### src/rtl/ex_mem_pipe.sv
// EX->MEM pipeline register with valid/ready handshake, flush and optional
// 2-entry skid buffer (registered in_ready) for GPR and HI/LO writeback.
module ex_mem_pipe #(
  parameter int unsigned DATA_W     = 32,
  parameter int unsigned REG_ADDR_W = 5,
  parameter int unsigned SKID       = 1
) (
  input  logic                  clk,
  input  logic                  rst,
  input  logic                  flush,
  input  logic                  in_valid,
  output logic                  in_ready,
  input  logic [REG_ADDR_W-1:0] ex_wd,
  input  logic                  ex_wreg,
  input  logic [DATA_W-1:0]     ex_wdata,
  input  logic                  ex_whilo,
  input  logic [DATA_W-1:0]     ex_hi,
  input  logic [DATA_W-1:0]     ex_lo,
  output logic                  out_valid,
  input  logic                  out_ready,
  output logic [REG_ADDR_W-1:0] mem_wd,
  output logic                  mem_wreg,
  output logic [DATA_W-1:0]     mem_wdata,
  output logic                  mem_whilo,
  output logic [DATA_W-1:0]     mem_hi,
  output logic [DATA_W-1:0]     mem_lo,
  output logic [1:0]            occupancy
);

  typedef struct packed {
    logic [REG_ADDR_W-1:0] wd;
    logic                  wreg;
    logic [DATA_W-1:0]     wdata;
    logic                  whilo;
    logic [DATA_W-1:0]     hi;
    logic [DATA_W-1:0]     lo;
  } payload_t;

  payload_t   main_q, main_d;
  payload_t   skid_q, skid_d;
  payload_t   in_payload;
  logic       main_valid_q, main_valid_d;
  logic       skid_valid_q, skid_valid_d;
  logic       in_ready_q, in_ready_d;
  logic [1:0] occ_q, occ_d;
  logic       push, pop;

  // Skid build: in_ready comes from a flop tracking !skid_valid; flush still masks it.
  assign in_ready = ((SKID != 0) ? in_ready_q : (!main_valid_q || out_ready)) && !flush;
  assign push     = in_valid && in_ready;
  assign pop      = main_valid_q && out_ready;

  always_comb begin
    in_payload.wd    = ex_wd;
    in_payload.wreg  = ex_wreg;
    in_payload.wdata = ex_wdata;
    in_payload.whilo = ex_whilo;
    in_payload.hi    = ex_hi;
    in_payload.lo    = ex_lo;
  end

  always_comb begin
    main_d       = main_q;
    skid_d       = skid_q;
    main_valid_d = main_valid_q;
    skid_valid_d = skid_valid_q;
    if (flush) begin
      main_valid_d = 1'b0;
      skid_valid_d = 1'b0;
    end else if (pop) begin
      if (skid_valid_q) begin
        main_d       = skid_q;
        skid_valid_d = 1'b0;
      end else if (push) begin
        main_d = in_payload;
      end else begin
        main_valid_d = 1'b0;
      end
    end else if (push) begin
      if (!main_valid_q) begin
        main_d       = in_payload;
        main_valid_d = 1'b1;
      end else if (SKID != 0) begin
        skid_d       = in_payload;
        skid_valid_d = 1'b1;
      end
    end
    in_ready_d = !skid_valid_d;
    occ_d      = {1'b0, main_valid_d} + {1'b0, skid_valid_d};
  end

  always_ff @(posedge clk) begin
    if (rst) begin
      main_q       <= '0;
      skid_q       <= '0;
      main_valid_q <= 1'b0;
      skid_valid_q <= 1'b0;
      in_ready_q   <= 1'b1;
      occ_q        <= '0;
    end else begin
      main_q       <= main_d;
      skid_q       <= skid_d;
      main_valid_q <= main_valid_d;
      skid_valid_q <= skid_valid_d;
      in_ready_q   <= in_ready_d;
      occ_q        <= occ_d;
    end
  end

  // Bubbles present an all-zero payload so they can never write GPR or HI/LO.
  assign out_valid = main_valid_q;
  assign mem_wd    = main_valid_q ? main_q.wd    : '0;
  assign mem_wreg  = main_valid_q & main_q.wreg;
  assign mem_wdata = main_valid_q ? main_q.wdata : '0;
  assign mem_whilo = main_valid_q & main_q.whilo;
  assign mem_hi    = main_valid_q ? main_q.hi    : '0;
  assign mem_lo    = main_valid_q ? main_q.lo    : '0;
  assign occupancy = occ_q;

  a_no_ready_when_full: assert property (@(posedge clk) disable iff (rst)
    !(in_ready && occupancy == 2'd2));
  a_no_write_on_bubble: assert property (@(posedge clk) disable iff (rst)
    !(!out_valid && (mem_wreg || mem_whilo)));

endmodule

### config.mk
export PLATFORM = sky130hd
export DESIGN_NAME = ex_mem_pipe
export DESIGN_NICKNAME = d
export VERILOG_FILES = /design/src/rtl/ex_mem_pipe.sv
export SDC_FILE = /design/constraint.sdc
export NUM_CORES = 1
export LEC_CHECK = 0
export CAP_MARGIN = 10
export CORE_ASPECT_RATIO = 0.9
export CORE_UTILIZATION = 51
export CTS_CLUSTER_SIZE = 30
export DETAILED_ROUTE_END_ITERATION = 16
export PLACE_DENSITY = 0.8
export SYNTH_ARGS = -nofsm -noshare
export SYNTH_HDL_FRONTEND = slang
export SYNTH_SLANG_ARGS = --single-unit
### constraint.sdc
create_clock -name clk -period 2.3 [get_ports clk]
set_clock_uncertainty 0.05 [all_clocks]
set_input_delay 0.23 -clock clk [delete_from_list [all_inputs] [get_ports clk]]
set_output_delay 0.23 -clock clk [all_outputs]
set_load 0.005 [all_outputs]
run_1/m1.png
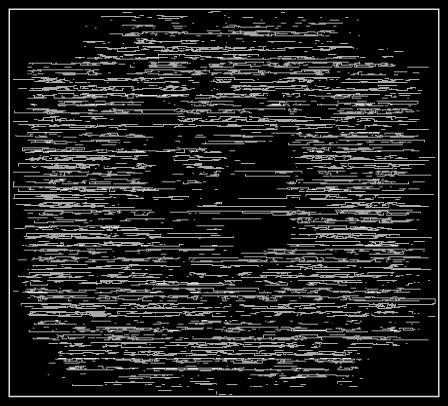
wire length on this layer = 12300 µm
share of all routed wire = 42%
nets with wire on the layer = 1184
main direction = horizontal
longest straight run = 33.1 µm

run_1/m2.png
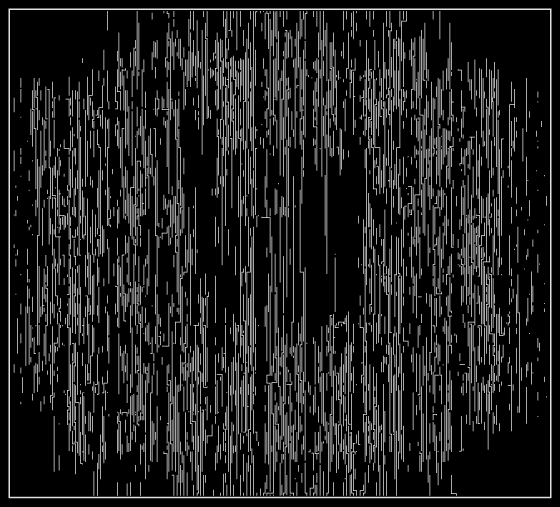
longest straight run = 60.5 µm
share of all routed wire = 47%
wire length on this layer = 13700 µm
main direction = vertical
nets with wire on the layer = 1140

run_1/m3.png
The bar under the picture is 50 µm long. Cells faint in the background.
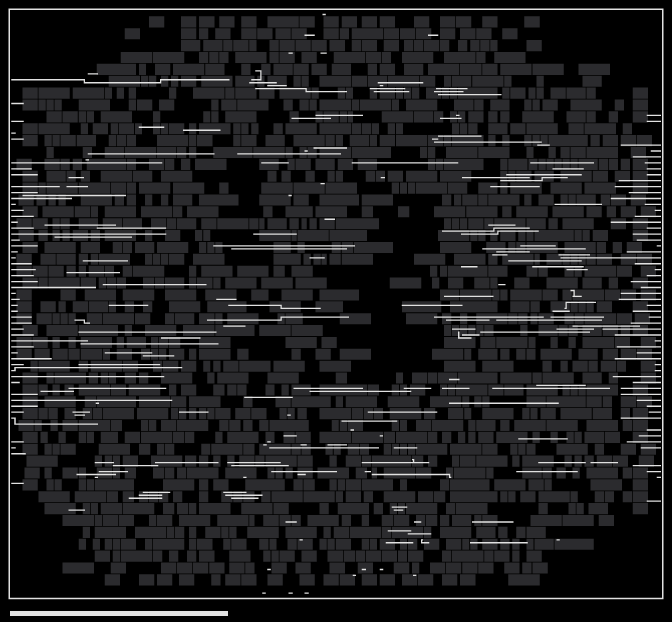
longest straight run = 38.2 µm
wire length on this layer = 2310 µm
main direction = horizontal
nets with wire on the layer = 186

==> reports/metrics.yaml, run 1 <==
ys_cells: 1092
gr-usage-met1_pct: 36.82
first_global_vias: 8985
cts.sinks: 211
worst_pin_slew_ns: 0.6886
fin_util_pct: 69.31
vias: 9211
max_stage_delay_ns: 0.51
hpwl_mm: 16.56
timing.final.crit_share_pct: 97.39
top_area_share_pct: 42.36
top_cells_by_area: "dfxtp_1 (42%), mux2i_1 (10%), a211oi_2 (8.8%)"
synth.distinct_cells: 23
reg2reg_from: "out_valid$_SDFF_PP0_"
die_area_mm2: 0.02011
avgSynthCellArea_um2: 9.131
row_count: 48
grt_usage_pct: 27.95
startpoint_type: "register"
dieWidth_um: 149.4
root_buffer: "clkbuf_16"
leakagePower_nw: 5.137
antenna_found_initial: 1
power.total_w: 0.008985
path_class: "register to primary output"
numPortBuffers: 214
synth_nets: 1201
drc_errors: 0
wl_mm: 29.11
crit_fanout: 26
status: "finished clean"
endpoint_kind: "primary output"
grt_max_degree: 104
area_delta_synth_final_pct: 33.17
place_congestion: 0.7598
fin_setup_tns_ns: 0
yosysWarnings: 0
yosysSeqAreaShare_pct: 42.36
place_ws_ns: 0.2871
cts_tree: "done"
ys_seq_elements: 211
power-per-cell-area_mw_per_mm2: 676.7
reg2reg_depth: 5
min_to: "skid_q[50]$_SDFFE_PP0P_"
setup_viol: 0
hp-start: "ex_hi[18]"
drive_gt1_share_pct: 12.37
hp-class: "input port to register"
final.setup.worst_slack_ns: 0.05997
grt_pass1_wl_mm: 45.69
final_nets: 1337
cts-buffers-inserted: 24
grt_use_met3_pct: 4.426
worstSkewPairLatency_ns: 0.50
hold_depth: 3
initial_core_util_pct: 52.04
top_usage_layer: "met2"
final_hold_viol_count: 0
-- run 1: power by group --
group	internal [W]	switching (W)	leakage [nW]
sequential	0.00380	0.0000748	1.72
clock	0.00252	0.00151	0.422
combinational	0.000504	0.000579	2.99
-- run 1: state kept, by name, summed over array words and instances (netlist names) --
signal        count
in_ready_q        1
occupancy         2
skid_q          103
main_q          103
skid_valid_q      1
out_valid         1
-- run 1: final cells by class --
cell class              instances  area, µm²
diodes                          1      2.502
multi-input cells             741       5169
well taps                     250      312.8
inverters                       3      12.51
flip-flops and latches        211       4228
repair buffers                247       2706
clock buffers                  34      720.7
clock inverters                 9      126.4
fillers                      1484       5881
-- run 1: cell usage in the layout (no fill, tap or decap), drive strengths merged, types with 6 or more instances in the layout --
cell type,Yosys,layout
a211oi,104,104
a21oi,105,105
a31oi,103,103
and2,103,103
buf,34,32
clkbuf,103,36
clkdlybuf4s50,0,213
clkinv,0,6
dfxtp,211,211
mux2i,103,103
nand3,105,105
o21ai,105,105
-- run 1: kinds of logic after synthesis --
group / after synthesis / share of synthesized area (%)
and+or+nand+nor: 219 / 12.35
muxes: 103 / 10.34
buffers and inverters: 140 / 6.299
adders and majority gates: 1 / 0.1255
DFF: 211 / 42.36
AOI/OAI and AO/OA: 418 / 28.52
-- run 1: worst max path at each step --
stage                                    start                      end  cells past startpoint
after floorplan           out_valid$_SDFF_PP0_   main_q[0]$_SDFFE_PP0P_                      7
after global placement                in_valid  main_q[82]$_SDFFE_PP0P_                      5
after detailed placement              in_valid  main_q[80]$_SDFFE_PP0P_                      5
after CTS                 out_valid$_SDFF_PP0_            mem_wdata[31]                      3
after global routing      out_valid$_SDFF_PP0_               mem_lo[21]                      3
final                     out_valid$_SDFF_PP0_               mem_hi[17]                      3
-- run 1: synthesized netlist by cell type --
cell        n
a22o_4      1
a211oi_1   34
o21ai_0   105
inv_1       3
nand3_1   105
nor2_1      2
dfxtp_1   211
and2_1    103
nand2b_1    1
or2_2       2
buf_1       1
mux2i_1   103
and3_1      2
nand2_1     1
buf_2      22
a21oi_1   105
ha_1        1
buf_4       2
clkbuf_1  103
nor2b_1     3
a31oi_1   103
a211oi_2   70
buf_6       9
-- run 1: tightest hold or removal path: stages --
cell and delay (ns):
clkdlybuf4s50_1 0.42, nand3_1 0.07, a21oi_1 0.05
-- run 1: layer usage --
metal  share of wire [%]  wire, µm  vias up
met3                 7.9      2309       58
met4                 2.6       758        0
met5                   0         0        -
li1                    -         -     4296
met1                  42     12320     4415
met2                  47     13720      442
-- run 1: repair_timing --
action,4_1_cts,5_1_grt
resized,0,1
gates cloned,0,1
setup buffers,1,0
setup endpoints to repair,48,6
-- run 1: through the flow --
| stage | area [µm²] | cells |
|---|---|---|
| after floorplan | 9971 | 1092 |
| after global placement | 12390 | 1450 |
| after detailed placement | 12390 | 1450 |
| after CTS | 13240 | 1494 |
| after global routing | 13280 | 1496 |
| final | 13280 | 1496 |
==> run 1 -> run 2 <==
--- a/config.mk
+++ b/config.mk
@@ -11,6 +11,7 @@
 export CTS_CLUSTER_SIZE = 30
 export DETAILED_ROUTE_END_ITERATION = 16
 export PLACE_DENSITY = 0.8
+export SKIP_LAST_GASP = 1
 export SYNTH_ARGS = -nofsm -noshare
 export SYNTH_HDL_FRONTEND = slang
 export SYNTH_SLANG_ARGS = --single-unit
run_2/congestion_map.png
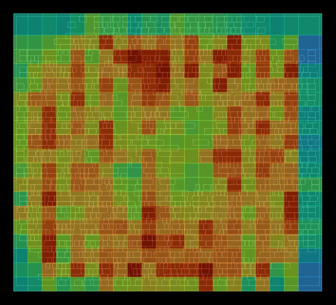
GR Layer Usage met1: 36.82%
final core utilization: 69.31%
Avg WL per Cell: 19.46 µm
met3 Use GR: 4.426%

run_2/m1.png
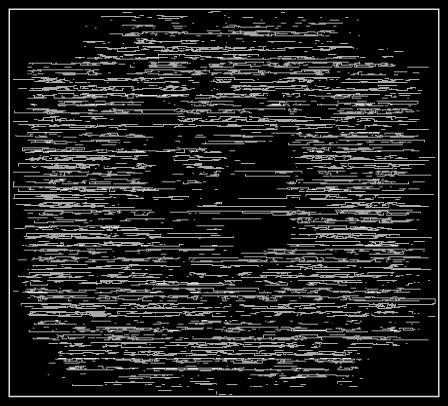
wire length on this layer = 12300 µm
main direction = horizontal

run_2/m4.png
The bar under the picture is 50 µm long.
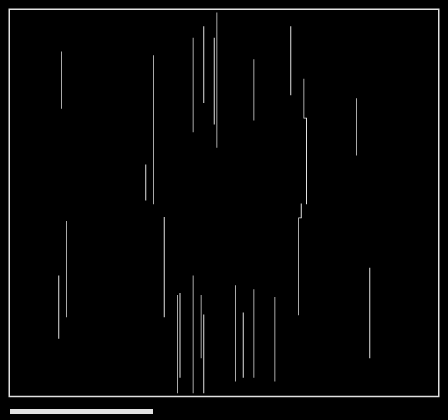
share of all routed wire = 2.6%
main direction = vertical
wire length on this layer = 758 µm
longest straight run = 51.7 µm

==> run 2 against run 1 <==
Net effect:
- global-route usage stayed put
- first-iteration DRC count stayed put
- utilization stayed put
- cell count stayed put
- combinational power hardly changed
- critical path type unchanged
- largest power group unchanged
==> reports/metrics.yaml, run 2 <==
status: "finished clean"
root_buffer: "clkbuf_16"
worst_pin_slew_ns: 0.6886
vias: 9211
async_flop_share_pct: 0
top_cells_by_area: "dfxtp_1 (42%), mux2i_1 (10%), a211oi_2 (8.8%)"
final_nets: 1337
ys_seq_elements: 211
ff_type: "dfxtp_1"
initial_core_util_pct: 52.04
numPortBuffers: 214
synth_nets: 1201
cts.sinks: 211
wl_mm: 29.11
path_class: "register to primary output"
yosysWarnings: 0
cts-buffers-inserted: 24
yosysMostFrequentCell: "dfxtp_1"
place_congestion: 0.7598
antenna_found_initial: 1
final_hold_viol_count: 0
dieWidth_um: 149.4
yosysSeqAreaShare_pct: 42.36
worstSkewPairLatency_ns: 0.50
first_global_vias: 8985
min_to: "skid_q[50]$_SDFFE_PP0P_"
hp-start: "ex_hi[18]"
avgSynthCellArea_um2: 9.131
endpoint_kind: "primary output"
leakagePower_nw: 5.137
top_area_share_pct: 42.36
max_stage_delay_ns: 0.51
edf_count: 0
setup_viol: 0
common_cells: "dfxtp_1 (211), a21oi_1 (105), nand3_1 (105), o21ai_0 (105)"
drc_errors: 0
reg2reg_depth: 5
final.setup.worst_slack_ns: 0.05997
place_ws_ns: 0.2871
crit_fanout: 26
ys_cells: 1092
row_count: 48
layout.cells.most_common: "clkdlybuf4s50_1"
reg2reg_from: "out_valid$_SDFF_PP0_"
grt_usage_pct: 27.95
drive_gt1_share_pct: 12.37
hp-class: "input port to register"
run 2: cells by family after synthesis:
group	Yosys count	share of synthesized area [%]
muxes	103	10.34
DFF	211	42.36
and+or+nand+nor	219	12.35
AOI/OAI and AO/OA	418	28.52
buffers and inverters	140	6.299
adders and majority gates	1	0.1255
run 2: through the flow:
stage          util, %  cells  hold WS, ns  total power (W)  cell area (µm²)
2_1_floorplan        -   1092       0.2585         0.004515             9971
3_3_place_gp     64.66   1450       0.4087         0.004987            12390
3_5_place_dp     64.66   1450       0.4154         0.005009            12390
4_1_cts          69.12   1494       0.2524         0.009011            13240
5_1_grt          69.31   1496       0.2746         0.009265            13280
6_report         69.31   1496       0.2635         0.008985            13280
run 2: layout make-up:
class | count | area [µm²]
antenna | 1 | 2.502
clock buffer | 34 | 720.7
clock inverter | 9 | 126.4
fill | 1484 | 5881
inverter | 3 | 12.51
multi-input combinational | 741 | 5169
sequential | 211 | 4228
tap | 250 | 312.8
timing repair buffer | 247 | 2706
run 2: what timing repair did:
action                     4_1_cts  5_1_grt
buffers inserted                 1        0
gates resized                    0        1
gates cloned                     0        1
setup endpoints to repair       48        6
run 2: worst max path at each step:
| stage | from | endpoint | slack, ns | cells after the start |
|---|---|---|---|---|
| final | out_valid$_SDFF_PP0_ | mem_hi[17] | 0.06 | 3 |
| after global routing | out_valid$_SDFF_PP0_ | mem_lo[21] | 0.01 | 3 |
| after CTS | out_valid$_SDFF_PP0_ | mem_wdata[31] | 0.03 | 3 |
| after detailed placement | in_valid | main_q[80]$_SDFFE_PP0P_ | 0.29 | 5 |
| after global placement | in_valid | main_q[82]$_SDFFE_PP0P_ | 0.30 | 5 |
| after floorplan | out_valid$_SDFF_PP0_ | main_q[0]$_SDFFE_PP0P_ | 0.74 | 7 |
run 2: metal layers:
metal  wire length (µm)  track usage [%]
met1              12320            36.82
met2              13720            46.04
met3               2309            4.426
met4                758            10.26
met5                  0                0
run 2: worst max-delay path: cells and delay by family (launching register included):
| kind | cells | cell delay [ns] |
|---|---|---|
| buf+inv | 2 | 0.77 |
| flops | 1 | 0.51 |
| simple gates | 1 | 0.17 |
run 2: power by group:
part / leakage, nW / internal [W] / switching, W
clock: 0.422 / 0.00252 / 0.00151
sequential: 1.72 / 0.00380 / 0.0000748
combinational: 2.99 / 0.000504 / 0.000579
total: 5.14 / 0.00682 / 0.00216
Power figures rest on the tool's default switching activity, not on a simulated workload.
